$ cat config.mk
export PLATFORM = sky130hd
export DESIGN_NAME = magnetron_sr_driver
export DESIGN_NICKNAME = d
export VERILOG_FILES = /design/src/rtl/magnetron_sr_driver.sv
export SDC_FILE = /design/constraint.sdc
export NUM_CORES = 1
export LEC_CHECK = 0
export ABC_AREA = 1
export CAP_MARGIN = 20
export CORE_MARGIN = 2
export CORE_UTILIZATION = 43
export CTS_CLUSTER_SIZE = 14
export DETAILED_ROUTE_END_ITERATION = 8
export PLACE_DENSITY = 0.67
export SKIP_CTS_REPAIR_TIMING = 1
export SLEW_MARGIN = 20
export SYNTH_ARGS = -nofsm -noshare
export SYNTH_HDL_FRONTEND = slang
export SYNTH_SLANG_ARGS = --single-unit
$ cat constraint.sdc
create_clock -name clk -period 1.49 [get_ports clk]
set_clock_uncertainty 0.05 [all_clocks]
set_input_delay 0.298 -clock clk [delete_from_list [all_inputs] [get_ports clk]]
set_output_delay 0.298 -clock clk [all_outputs]
set_load 0.02 [all_outputs]
$ cat src/rtl/magnetron_sr_driver.sv
// ---------------------------------------------------------------------------
// magnetron_sr_driver: mutually exclusive set/reset pulse driver for the magnetron SR latch; MAG_SYNC_EN adds input synchronizers.
// Revision: 1.0
// ---------------------------------------------------------------------------
`default_nettype none

module magnetron_sr_driver #(
  parameter int PULSE_CYCLES = 3,
  parameter int GUARD_CYCLES = 2,
  parameter int CNT_W        = 4
) (
  input  logic clk,
  input  logic reset_n,
  input  logic start,
  input  logic stop,
  input  logic door_closed,
  input  logic timer_done,
  output logic set,
  output logic reset,
  output logic mag_on,
  output logic busy
);

  typedef enum logic [2:0] {
    S_INIT  = 3'd0,
    S_OFF   = 3'd1,
    S_PSET  = 3'd2,
    S_ON    = 3'd3,
    S_PRST  = 3'd4,
    S_GUARD = 3'd5
  } state_t;

  logic start_s;
  logic stop_s;
  logic door_s;
  logic timer_s;

`ifdef MAG_SYNC_EN
  logic [1:0] start_ff;
  logic [1:0] stop_ff;
  logic [1:0] door_ff;
  logic [1:0] timer_ff;

  // Door synchronizer resets to 0, so the interlock reads "open" until it fills.
  always_ff @(posedge clk or negedge reset_n) begin
    if (!reset_n) begin
      start_ff <= 2'b00;
      stop_ff  <= 2'b00;
      door_ff  <= 2'b00;
      timer_ff <= 2'b00;
    end else begin
      start_ff <= {start_ff[0], start};
      stop_ff  <= {stop_ff[0], stop};
      door_ff  <= {door_ff[0], door_closed};
      timer_ff <= {timer_ff[0], timer_done};
    end
  end

  assign start_s = start_ff[1];
  assign stop_s  = stop_ff[1];
  assign door_s  = door_ff[1];
  assign timer_s = timer_ff[1];
`else
  assign start_s = start;
  assign stop_s  = stop;
  assign door_s  = door_closed;
  assign timer_s = timer_done;
`endif

  state_t           state;
  state_t           state_nx;
  logic [CNT_W-1:0] cnt;
  logic [CNT_W-1:0] cnt_nx;
  logic             pend;
  logic             pend_nx;
  logic             mag_nx;
  logic             start_q;
  logic             stop_q;
  logic             start_rise;
  logic             stop_rise;
  logic             off_req;
  logic             pulse_last;
  logic             guard_last;

  assign start_rise = start_s & ~start_q;
  assign stop_rise  = stop_s & ~stop_q;
  assign off_req    = stop_rise | ~door_s | timer_s;
  assign pulse_last = (cnt == CNT_W'(PULSE_CYCLES - 1));
  assign guard_last = (cnt == CNT_W'(GUARD_CYCLES - 1));

  always_comb begin
    state_nx = state;
    cnt_nx   = '0;
    pend_nx  = pend;
    mag_nx   = mag_on;
    case (state)
      S_INIT: state_nx = S_PRST;
      S_OFF: begin
        if (start_rise && door_s && !timer_s && !stop_rise) state_nx = S_PSET;
      end
      S_PSET: begin
        cnt_nx  = cnt + CNT_W'(1);
        pend_nx = pend | off_req;
        if (pulse_last) begin
          state_nx = S_GUARD;
          mag_nx   = 1'b1;
        end
      end
      S_ON: begin
        if (off_req) state_nx = S_PRST;
      end
      S_PRST: begin
        cnt_nx = cnt + CNT_W'(1);
        if (pulse_last) begin
          state_nx = S_GUARD;
          mag_nx   = 1'b0;
        end
      end
      S_GUARD: begin
        cnt_nx = cnt + CNT_W'(1);
        // Only a guard following a set pulse can owe an off; after a reset pulse the latch is already off.
        pend_nx = pend | (mag_on & off_req);
        if (guard_last) state_nx = pend_nx ? S_PRST : (mag_on ? S_ON : S_OFF);
      end
      default: state_nx = S_INIT;
    endcase
    if (state_nx != state) cnt_nx = '0;
    if (state_nx == S_PRST && state != S_PRST) pend_nx = 1'b0;
  end

  always_ff @(posedge clk or negedge reset_n) begin
    if (!reset_n) begin
      state   <= S_INIT;
      cnt     <= '0;
      pend    <= 1'b0;
      mag_on  <= 1'b0;
      start_q <= 1'b0;
      stop_q  <= 1'b0;
      set     <= 1'b0;
      reset   <= 1'b0;
      busy    <= 1'b0;
    end else begin
      state   <= state_nx;
      cnt     <= cnt_nx;
      pend    <= pend_nx;
      mag_on  <= mag_nx;
      start_q <= start_s;
      stop_q  <= stop_s;
      // Outputs decode the next state so they are true flops and can never overlap.
      set     <= (state_nx == S_PSET);
      reset   <= (state_nx == S_PRST);
      busy    <= (state_nx != S_OFF) && (state_nx != S_ON);
    end
  end

endmodule

`default_nettype wire
==> changes_impl.md <==
## Implementation

- Placed inst area: 1010 sq um
- Data required, critical path: 1610 ps
- Most used flip-flop cell: dfrtp_1
- Logic Gate Count: 70
- Non-clock buffer share: 19.96%
- Buf+Inv Stages, Crit Path: 1
- CLK BUF: 3
- Seq pwr share: 29.7%
- DRT antenna net count: 0
- Ys Warns: 0
- Finished Cell Area: 1172 sq um
- Power of the sequential group: 558 uW
- Initial Util: 46.59%
- Top cell category: combinational gates
- Unique cell types: 22
- Final setup viols: 4
- Final core occ: 67.17%
- Switching pwr: 868.7 uW
- Top flop regs: cnt: 4 flops, state: 3 flops
- Global Route met1 Usage: 24.00%
- Cell Area, Synth: 813.3 sq um
- N_taps: 25
- P_clk: 217 uW
- Max rail drop VDD: 0.9166 mV
- Yosys chip area: 813.3 sq um
- GP Congestion: 0.8931
- Delay-heaviest family, CP: simple AND/OR/NAND/NOR gates
- Cell area leaders: dfrtp_1 (43%), nand2_1 (14%), inv_1 (6.0%), nand3_1 (4.9%), ha_1 (4.6%)
- Failing checks: negative setup slack
- Largest stage delay, worst path: 400 ps
- CTS Buf Count: 3
- Main logic family: simple AND/OR/NAND/NOR gates
- Hold Slack: 262.6 ps
- Critical Path, Cell by Cell: inv_2 -> ha_4 -> nand3_2 -> nand2_2 -> nand2_2 -> nand2_2 -> nor2_4 -> nand2_4 -> nand2_2 -> nand2_2 -> nand2_2 -> nor2_1
- MI comb area: 459.2 sq um
- Crit path from: cnt[0]$_DFF_PN0_
- Syn_area_per_cell: 7.820 sq um
- FF-to-FF path depth: 12
- Slowest-stage cell, CP: dfrtp_1
- Global-route wire length before repair: 2967 microns
- Final worst path period share: 106.4%
- Top cell area share: 43.08%
- Syn-to-layout area delta: 44.15%
- CTS Sinks: 14
- Switch share: 46.25%
- GR met3 Demand/Resource: 4.528%
- Commonest Layout Cell: nand2_1
- Relative slew slack: 81.33%
- Worst Path Max Fanout: 4
- Clk latency late pin: 280 ps
- Antenna Cells: 0
- TritonCTS clock tree: built
- Adder Area Share: 4.615%
- Hold/Removal Path Class: input pin to asynchronous set/reset pin
- Worst path most repeated cell: nand2_2
- P_leak: 0.0006472 uW
- Worst Slack Setup Final: -95.88 ps
- Proportion of power drawn by the clock network: 11.6%
- Clock-cell share of area: 1.921%
- M2 GR Usage: 30.54%
- Antenna violations before repair: 0
- Core Area: 1745 sq um
- DRT iter0 DRCs: 23
- GRT Residual Overflow: 0
- Yosys aoi share: 2.615%
- Worst r2r dst: cnt[2]$_DFF_PN0_
- Max-cap viol count: 0
- Vias in the first global route: 745
- Top-count cell post-synth: nand2_1
- Top Metal Used: met4
- Root buf cell: clkbuf_4
- Status: complete, but fails checks
- Pint: 1010 uW
- CP endpoint: cnt[2]$_DFF_PN0_
- Post-layout minimum cycle time: 1586 ps
- Signal buffers: 26
- Tool warnings: 29
- Fin. Hold Viols: 0
- Inst Count DP: 148
- TNS Setup: -357.0 ps
- DRT met1 WL: 833 microns
- CP Launch Type: flop
- Crit path depth: 12
==> images/route_heat.png <==
9 x 9 tiles, from black (low) to pale yellow (high), scaled to the fullest tile. Values are wire area over tile area, all layers added.
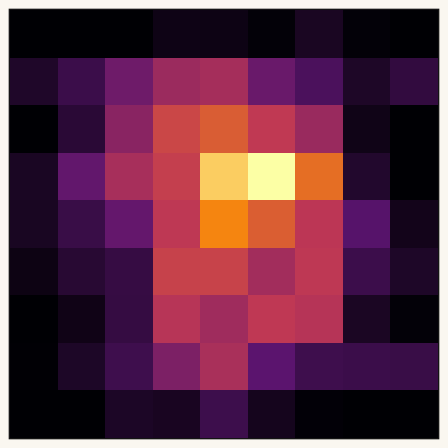
- tiles over half the peak: 17%
- mean over tiles: 0.14
- densest ninth of the die: center
- nearly empty tiles: 21%
- emptiest ninth of the die: lower left
- fullest tile: 0.62
drt wl/cell: 12.82 microns
GRT Util Overall: 18.83%
final WL: 2012 microns
via count: 783

==> images/ff_map.png <==
Other sequential cells in the stronger gray, the rest of the logic in the fainter gray.
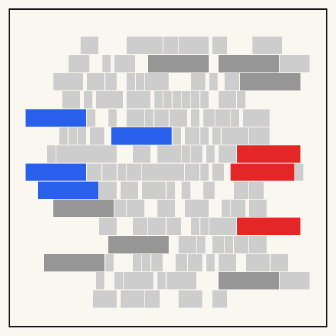
- state: red (sequential cells 3)
- cnt: blue (sequential cells 4; where middle left)
- not colored: 7

==> images/m3.png <==
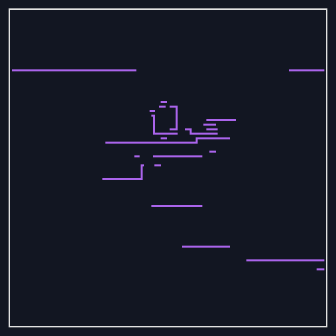
- share of all routed wire: 5.6%
- nets with wire on the layer: 16

==> images/placed.png <==
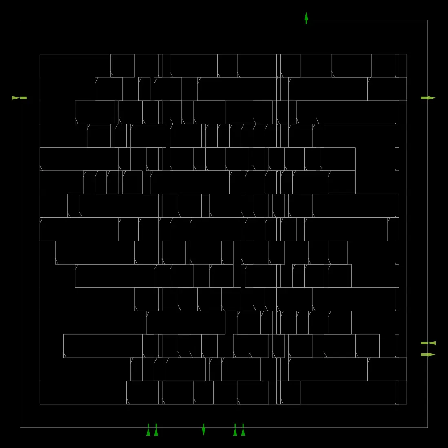
fin cells: 157
sequential fraction of total cell area: 30.20%
FFs & Latches: 14
Core Rows: 15
fill count: 135

==> images/port_trees.png <==
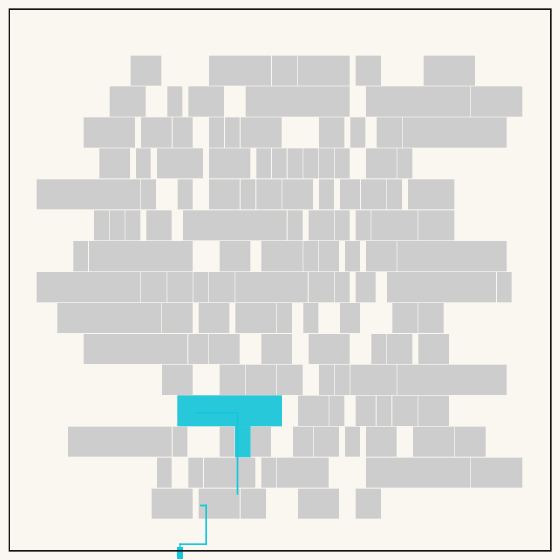
- stop: cyan (bits 1; direction input; edge bottom; end cells 2; buffers 1; wire 17.1 microns)

Power and IR drop assume default switching activity.
